run_1/final_clocks.png
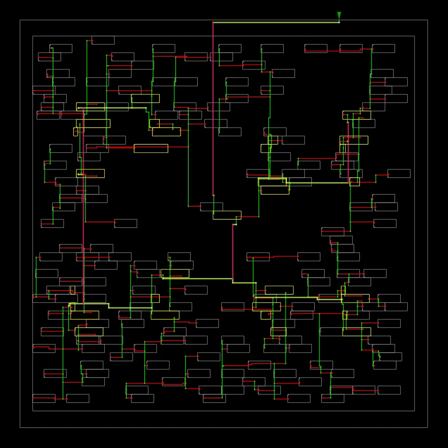
run_1/density.png
Scale: 3 px per µm. The die is cut into 13 by 13 equal tiles; white is low, dark blue is high, 0 to 100% covered.
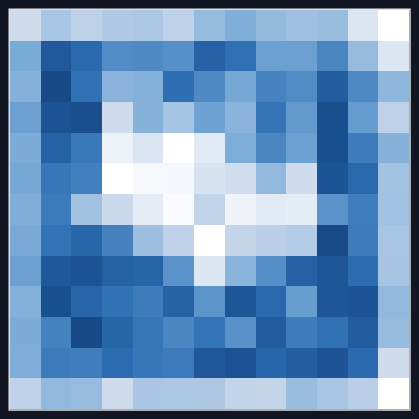
run_1/met1.png
Scale: 2 px per µm. Supply wires on this layer in gray.
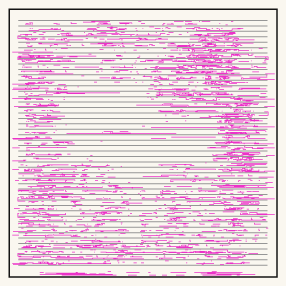
File: config.mk
export PLATFORM = sky130hd
export DESIGN_NAME = id_ex_stage
export DESIGN_NICKNAME = d
export VERILOG_FILES = /design/src/rtl/pipe_pkg.sv /design/src/rtl/hazard_unit.sv /design/src/rtl/id_ex_stage.sv
export SDC_FILE = /design/constraint.sdc
export NUM_CORES = 1
export LEC_CHECK = 0
export ABC_AREA = 1
export CORE_MARGIN = 4
export CORE_UTILIZATION = 35
export CTS_BUF_LIST = sky130_fd_sc_hd__clkbuf_8 sky130_fd_sc_hd__clkbuf_16
export CTS_CLUSTER_SIZE = 20
export DETAILED_ROUTE_END_ITERATION = 8
export PLACE_DENSITY = 0.73
export REMOVE_ABC_BUFFERS = 1
export SLEW_MARGIN = 30
export SYNTH_ARGS = -nofsm -noshare
export SYNTH_HDL_FRONTEND = slang
export SYNTH_SLANG_ARGS = --single-unit
File: constraint.sdc
create_clock -name clk -period 2.6 [get_ports clk]
set_input_delay 0.52 -clock clk [delete_from_list [all_inputs] [get_ports clk]]
set_output_delay 0.52 -clock clk [all_outputs]
set_load 0.05 [all_outputs]
File: src/rtl/pipe_pkg.sv
// Shared pipeline control bundle layout, bit positions and opcodes.
// Pure definitions: no latency, no flow control.
package pipe_pkg;

    localparam int WB_W  = 2;
    localparam int MEM_W = 3;
    localparam int EX_W  = 4;

    localparam int WB_REGWRITE = 1;
    localparam int WB_MEMTOREG = 0;

    localparam int MEM_BRANCH = 2;
    localparam int MEM_READ   = 1;
    localparam int MEM_WRITE  = 0;

    localparam int EX_REGDST   = 3;
    localparam int EX_ALUOP_HI = 2;
    localparam int EX_ALUOP_LO = 1;
    localparam int EX_ALUSRC   = 0;

    localparam logic [5:0] OP_R   = 6'b000000;
    localparam logic [5:0] OP_LW  = 6'b100011;
    localparam logic [5:0] OP_SW  = 6'b101011;
    localparam logic [5:0] OP_BEQ = 6'b000100;

    typedef struct packed {
        logic [WB_W-1:0]  wb;
        logic [MEM_W-1:0] mem;
        logic [EX_W-1:0]  ex;
    } ctrl_t;

endpackage

File: src/rtl/hazard_unit.sv
// Load-use hazard detect against the load in EX; purely combinational (0 cycles).
// Stall is suppressed by flush since the ID instruction is being squashed anyway.
module hazard_unit #(
    parameter int REG_W = 5
) (
    input  logic             ex_valid_i,
    input  logic             ex_memread_i,
    input  logic [REG_W-1:0] ex_rt_i,
    input  logic             id_valid_i,
    input  logic [REG_W-1:0] id_rs_i,
    input  logic [REG_W-1:0] id_rt_i,
    input  logic             flush_i,
    output logic             hazard_o,
    output logic             stall_o
);

    // $0 is hardwired, so a load into it can never create a dependency
    assign hazard_o = ex_valid_i & ex_memread_i & id_valid_i & (ex_rt_i != '0) &
                      ((ex_rt_i == id_rs_i) | (ex_rt_i == id_rt_i));
    assign stall_o  = hazard_o & ~flush_i;

endmodule

File: src/rtl/id_ex_stage.sv
// ID/EX pipeline register with load-use bubble insertion; 1-cycle ID->EX latency.
// Stall holds PC/IF-ID upstream while a bubble enters EX; flush squashes ID.
module id_ex_stage
    import pipe_pkg::*;
#(
    parameter int DATA_W = 32,
    parameter int REG_W  = 5,
    parameter int CNT_W  = 16
) (
    input  logic              clk,
    input  logic              rst,
    input  logic [WB_W-1:0]   wb_in,
    input  logic [MEM_W-1:0]  mem_in,
    input  logic [EX_W-1:0]   ex_in,
    input  logic              id_valid,
    input  logic [DATA_W-1:0] npc_in,
    input  logic [DATA_W-1:0] rd1_in,
    input  logic [DATA_W-1:0] rd2_in,
    input  logic [DATA_W-1:0] sext_in,
    input  logic [REG_W-1:0]  rs_in,
    input  logic [REG_W-1:0]  rt_in,
    input  logic [REG_W-1:0]  rd_in,
    input  logic              flush,
    output logic [WB_W-1:0]   wb_out,
    output logic [MEM_W-1:0]  mem_out,
    output logic [EX_W-1:0]   ex_out,
    output logic [DATA_W-1:0] npc_out,
    output logic [DATA_W-1:0] rd1_out,
    output logic [DATA_W-1:0] rd2_out,
    output logic [DATA_W-1:0] sext_out,
    output logic [REG_W-1:0]  rs_out,
    output logic [REG_W-1:0]  rt_out,
    output logic [REG_W-1:0]  rd_out,
    output logic              ex_valid,
    output logic              stall,
    output logic [CNT_W-1:0]  stall_cnt
);

    ctrl_t             ctrl_q, ctrl_d;
    logic [DATA_W-1:0] npc_q, npc_d, rd1_q, rd1_d, rd2_q, rd2_d, sext_q, sext_d;
    logic [REG_W-1:0]  rs_q, rs_d, rt_q, rt_d, rd_q, rd_d;
    logic              valid_q, valid_d;
    logic [CNT_W-1:0]  cnt_q, cnt_d;
    logic              hazard;

    hazard_unit #(.REG_W(REG_W)) u_hazard (
        .ex_valid_i   (valid_q),
        .ex_memread_i (ctrl_q.mem[MEM_READ]),
        .ex_rt_i      (rt_q),
        .id_valid_i   (id_valid),
        .id_rs_i      (rs_in),
        .id_rt_i      (rt_in),
        .flush_i      (flush),
        .hazard_o     (hazard),
        .stall_o      (stall)
    );

    // flush|hazard equals flush|stall: either way a bubble goes into EX
    always_comb begin
        ctrl_d  = '0;
        npc_d   = '0;
        rd1_d   = '0;
        rd2_d   = '0;
        sext_d  = '0;
        rs_d    = '0;
        rt_d    = '0;
        rd_d    = '0;
        valid_d = 1'b0;
        cnt_d   = cnt_q;
        if (flush | hazard) begin
            if (stall && (cnt_q != {CNT_W{1'b1}})) begin
                cnt_d = cnt_q + 1'b1;
            end
        end else begin
            npc_d   = npc_in;
            rd1_d   = rd1_in;
            rd2_d   = rd2_in;
            sext_d  = sext_in;
            rs_d    = rs_in;
            rt_d    = rt_in;
            rd_d    = rd_in;
            valid_d = id_valid;
            if (id_valid) begin
                ctrl_d = '{wb: wb_in, mem: mem_in, ex: ex_in};
            end
        end
    end

    always_ff @(posedge clk) begin
        if (rst) begin
            ctrl_q  <= '0;
            npc_q   <= '0;
            rd1_q   <= '0;
            rd2_q   <= '0;
            sext_q  <= '0;
            rs_q    <= '0;
            rt_q    <= '0;
            rd_q    <= '0;
            valid_q <= 1'b0;
            cnt_q   <= '0;
        end else begin
            ctrl_q  <= ctrl_d;
            npc_q   <= npc_d;
            rd1_q   <= rd1_d;
            rd2_q   <= rd2_d;
            sext_q  <= sext_d;
            rs_q    <= rs_d;
            rt_q    <= rt_d;
            rd_q    <= rd_d;
            valid_q <= valid_d;
            cnt_q   <= cnt_d;
        end
    end

    assign wb_out    = ctrl_q.wb;
    assign mem_out   = ctrl_q.mem;
    assign ex_out    = ctrl_q.ex;
    assign npc_out   = npc_q;
    assign rd1_out   = rd1_q;
    assign rd2_out   = rd2_q;
    assign sext_out  = sext_q;
    assign rs_out    = rs_q;
    assign rt_out    = rt_q;
    assign rd_out    = rd_q;
    assign ex_valid  = valid_q;
    assign stall_cnt = cnt_q;

endmodule
==> impl_metrics.yaml, run 1 <==
# physical design summary
logic_synthesis:
  largest_area_cell: "dfxtp_1"
  yosys-stat-cells: 661
  xor_share_pct: 2.239
  ys_async_sr_fraction_pct: 0
  yosys-top-cells-area: "dfxtp_1 62%, nor2_1 12%, inv_1 11%"
  logic_family: "simple AND/OR/NAND/NOR gates"
  mux_share_pct: 0
  top_cells_by_count: "173 x nor2_1, 169 x dfxtp_1, 165 x inv_1"
  synthSimpleGateAreaFrac_pct: 19.58
  yosysUniqueCellTypes: 25
  ys_seq_elements: 169
setup_path:
  crit_family: "buffers and inverters"
  reg2regPathDepth: 10
  crit_end: "stall"
  worst-path-stages: 10
  path_buffers: 4
  endpoint_kind: "output port"
drt:
  route.met3.wl_um: 1688
  wl_per_cell_um: 13.61
  drt_iter0_drc: 243
  drc_errors: 0
hold_path:
  min_path_cells: 2
  hold_class: "reg -> reg"
clock_tree:
  clk_latency_ps: 420
  numCtsBuffers: 17
  cts_buffer_depth: 2
pwr:
  comb_cell_power_uw: 920
  p_comb_share_pct: 15.1
  total_power_mw: 6.076
  power.share.clock_pct: 40.3
  internal-power_mw: 4.516
place:
  dp_slack_ps: 213.5
  portBuffers: 325
final_timing:
  finalCriticalPeriod_ps: 2372
  setup_violations: 0
  fin_setup_tns_ps: 0
job:
  warning_count: 25
  cap_violations: 0
finish:
  seqCellArea_um2: 3383
  sh_seq_area_pct: 35.49
  lay_top_count: "clkdlybuf4s50_1"
  flops: 169
  buffers: 333
floorplanning:
  n_tap_cell: 211
grt:
  track_usage_pct: 18.41
  met3_usage_pct: 8.251
  use_met2_pct: 31.91
run_status:
  status: "finished clean"
Notes on final_clocks.png above:
P_clk: 2.45 mW
CLK BUF: 18

Notes on density.png above:
The mean over all tiles is 52%. The emptiest ninth of the die: center. 3.0% of the tiles are nearly empty. 23% of the tiles are over 75% full. The fullest tile reaches 90%.
Final Core Density: 62.48%
Core Util at FP: 35.88%

Notes on met1.png above:
The longest straight run is 54.7 µm. 1046 nets have wire on it. The layer carries 6140 µm of wire. The layer holds 37% of the routed length. The wires run mostly horizontal.
M1 GR Usage: 18.87%
vias post-DR: 4918
final wirelength: 16570 µm

==> inputs of run 2 (changes only) <==
Settings changed: SKIP_LAST_GASP from default to 1.
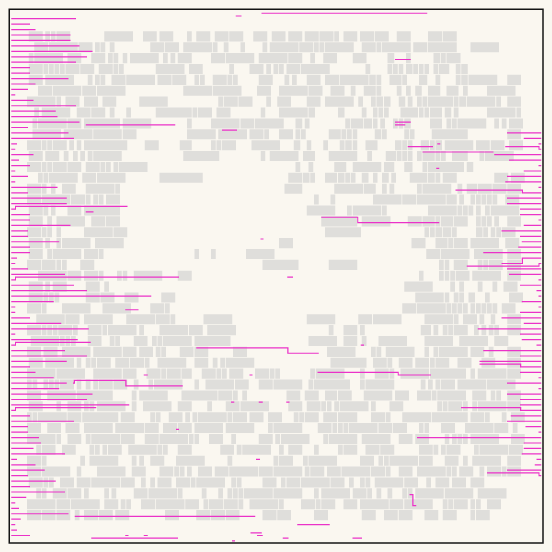
run_2/met3.png
Scale: 4 px per µm. Cells faint in the background.
The longest straight run is 44.9 µm. The layer carries 1690 µm of wire.
M3 GR Usage: 8.251%

==> run 2 against run 1 <==
Effect of this change:
- synthesized area did not move
- synthesized cell count did not move
- clock power barely moved
- register-to-register slack barely moved
- setup slack did not move
- sequential share of layout area did not move
- final cell count did not move
- combinational power barely moved
- via count did not move
- critical path type unchanged
==> impl_metrics.yaml, run 2 <==
# physical design summary
setup_path:
  crit_end: "stall"
  crit_family: "buffers and inverters"
  worst-path-stages: 10
  cp_max_fo: 3
  endpoint_kind: "output port"
  path_buffers: 4
  r2r_end: "sext_out[13]"
  reg2regPathDepth: 10
drt:
  drc_errors: 0
  vias: 4918
  drt_iter0_drc: 243
  wl_per_cell_um: 13.61
  wl_um: 16570
  route.met3.wl_um: 1688
pwr:
  internal-power_mw: 4.516
  comb_cell_power_uw: 920
  total_power_mw: 6.076
  p_comb_share_pct: 15.1
hold_path:
  min_path_cells: 2
  hold_class: "reg -> reg"
finish:
  fin_util_pct: 62.48
  clkbuf_count: 18
  seqCellArea_um2: 3383
  flops: 169
  lay_top_count: "clkdlybuf4s50_1"
grt:
  track_usage_pct: 18.41
  use_met1_pct: 18.87
  use_met2_pct: 31.91
logic_synthesis:
  yosysUniqueCellTypes: 25
  logic_family: "simple AND/OR/NAND/NOR gates"
  yosys-stat-cells: 661
  top_cells_by_count: "173 x nor2_1, 169 x dfxtp_1, 165 x inv_1"
  ys_seq_elements: 169
  mux_share_pct: 0
  yosys-top-cells-area: "dfxtp_1 62%, nor2_1 12%, inv_1 11%"
  largest_area_cell: "dfxtp_1"
floorplanning:
  fp_util_pct: 35.88
  n_tap_cell: 211
place:
  portBuffers: 325
  dp_slack_ps: 213.5
final_timing:
  setup_violations: 0
run_status:
  status: "finished clean"
clock_tree:
  numCtsBuffers: 17
  cts_buffer_depth: 2
==> inputs of run 3 (changes only) <==
Settings changed: ABC_CLOCK_PERIOD_IN_PS from default to 2600.
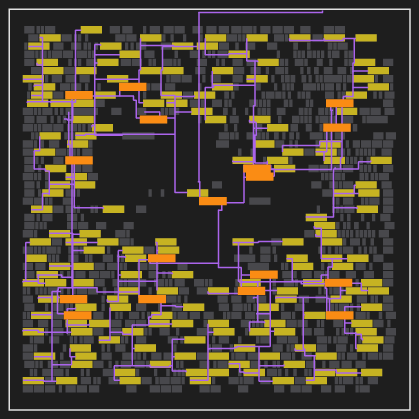
run_3/clock_map.png
Scale: 3 px per µm.
Key: clock wires = purple [length 2010 µm]; cells driving clock nets = orange [count 17]; flip-flops = yellow [count 169]
Position of the flops: widely spread.
Clock Skews: 15.33 ps
Late-Pin Clk Latency: 420 ps

==> run 3 against run 2 <==
Effect of this change:
- wire length unchanged
- setup slack unchanged
- via count unchanged
- combinational power about the same
- clock power about the same
- flip-flop count unchanged
- core utilization unchanged
- hold slack unchanged
- clock skew unchanged
- critical path depth unchanged
- critical endpoint unchanged
==> impl_metrics.yaml, run 3 <==
# physical design summary
setup_path:
  crit_family: "buffers and inverters"
  endpoint_kind: "output port"
  crit_end: "stall"
  r2r_end: "sext_out[13]"
  cp_max_fo: 3
  reg2regPathDepth: 10
drt:
  wl_um: 16570
  drc_errors: 0
  route.met3.wl_um: 1688
  drt_iter0_drc: 243
grt:
  track_usage_pct: 18.41
  met3_usage_pct: 8.251
logic_synthesis:
  logic_family: "simple AND/OR/NAND/NOR gates"
  ys_seq_elements: 169
  yosys-stat-cells: 661
  mux_share_pct: 0
  yosys-top-cells-area: "dfxtp_1 62%, nor2_1 12%, inv_1 11%"
pwr:
  p_comb_share_pct: 15.1
  internal-power_mw: 4.516
hold_path:
  hold_class: "reg -> reg"
floorplanning:
  n_tap_cell: 211
clock_tree:
  numCtsBuffers: 17
  cts_buffer_depth: 2
place:
  dp_slack_ps: 213.5
finish:
  flops: 169
run_status:
  status: "finished clean"
No activity file was given, so power comes from the tool's default toggle rates.
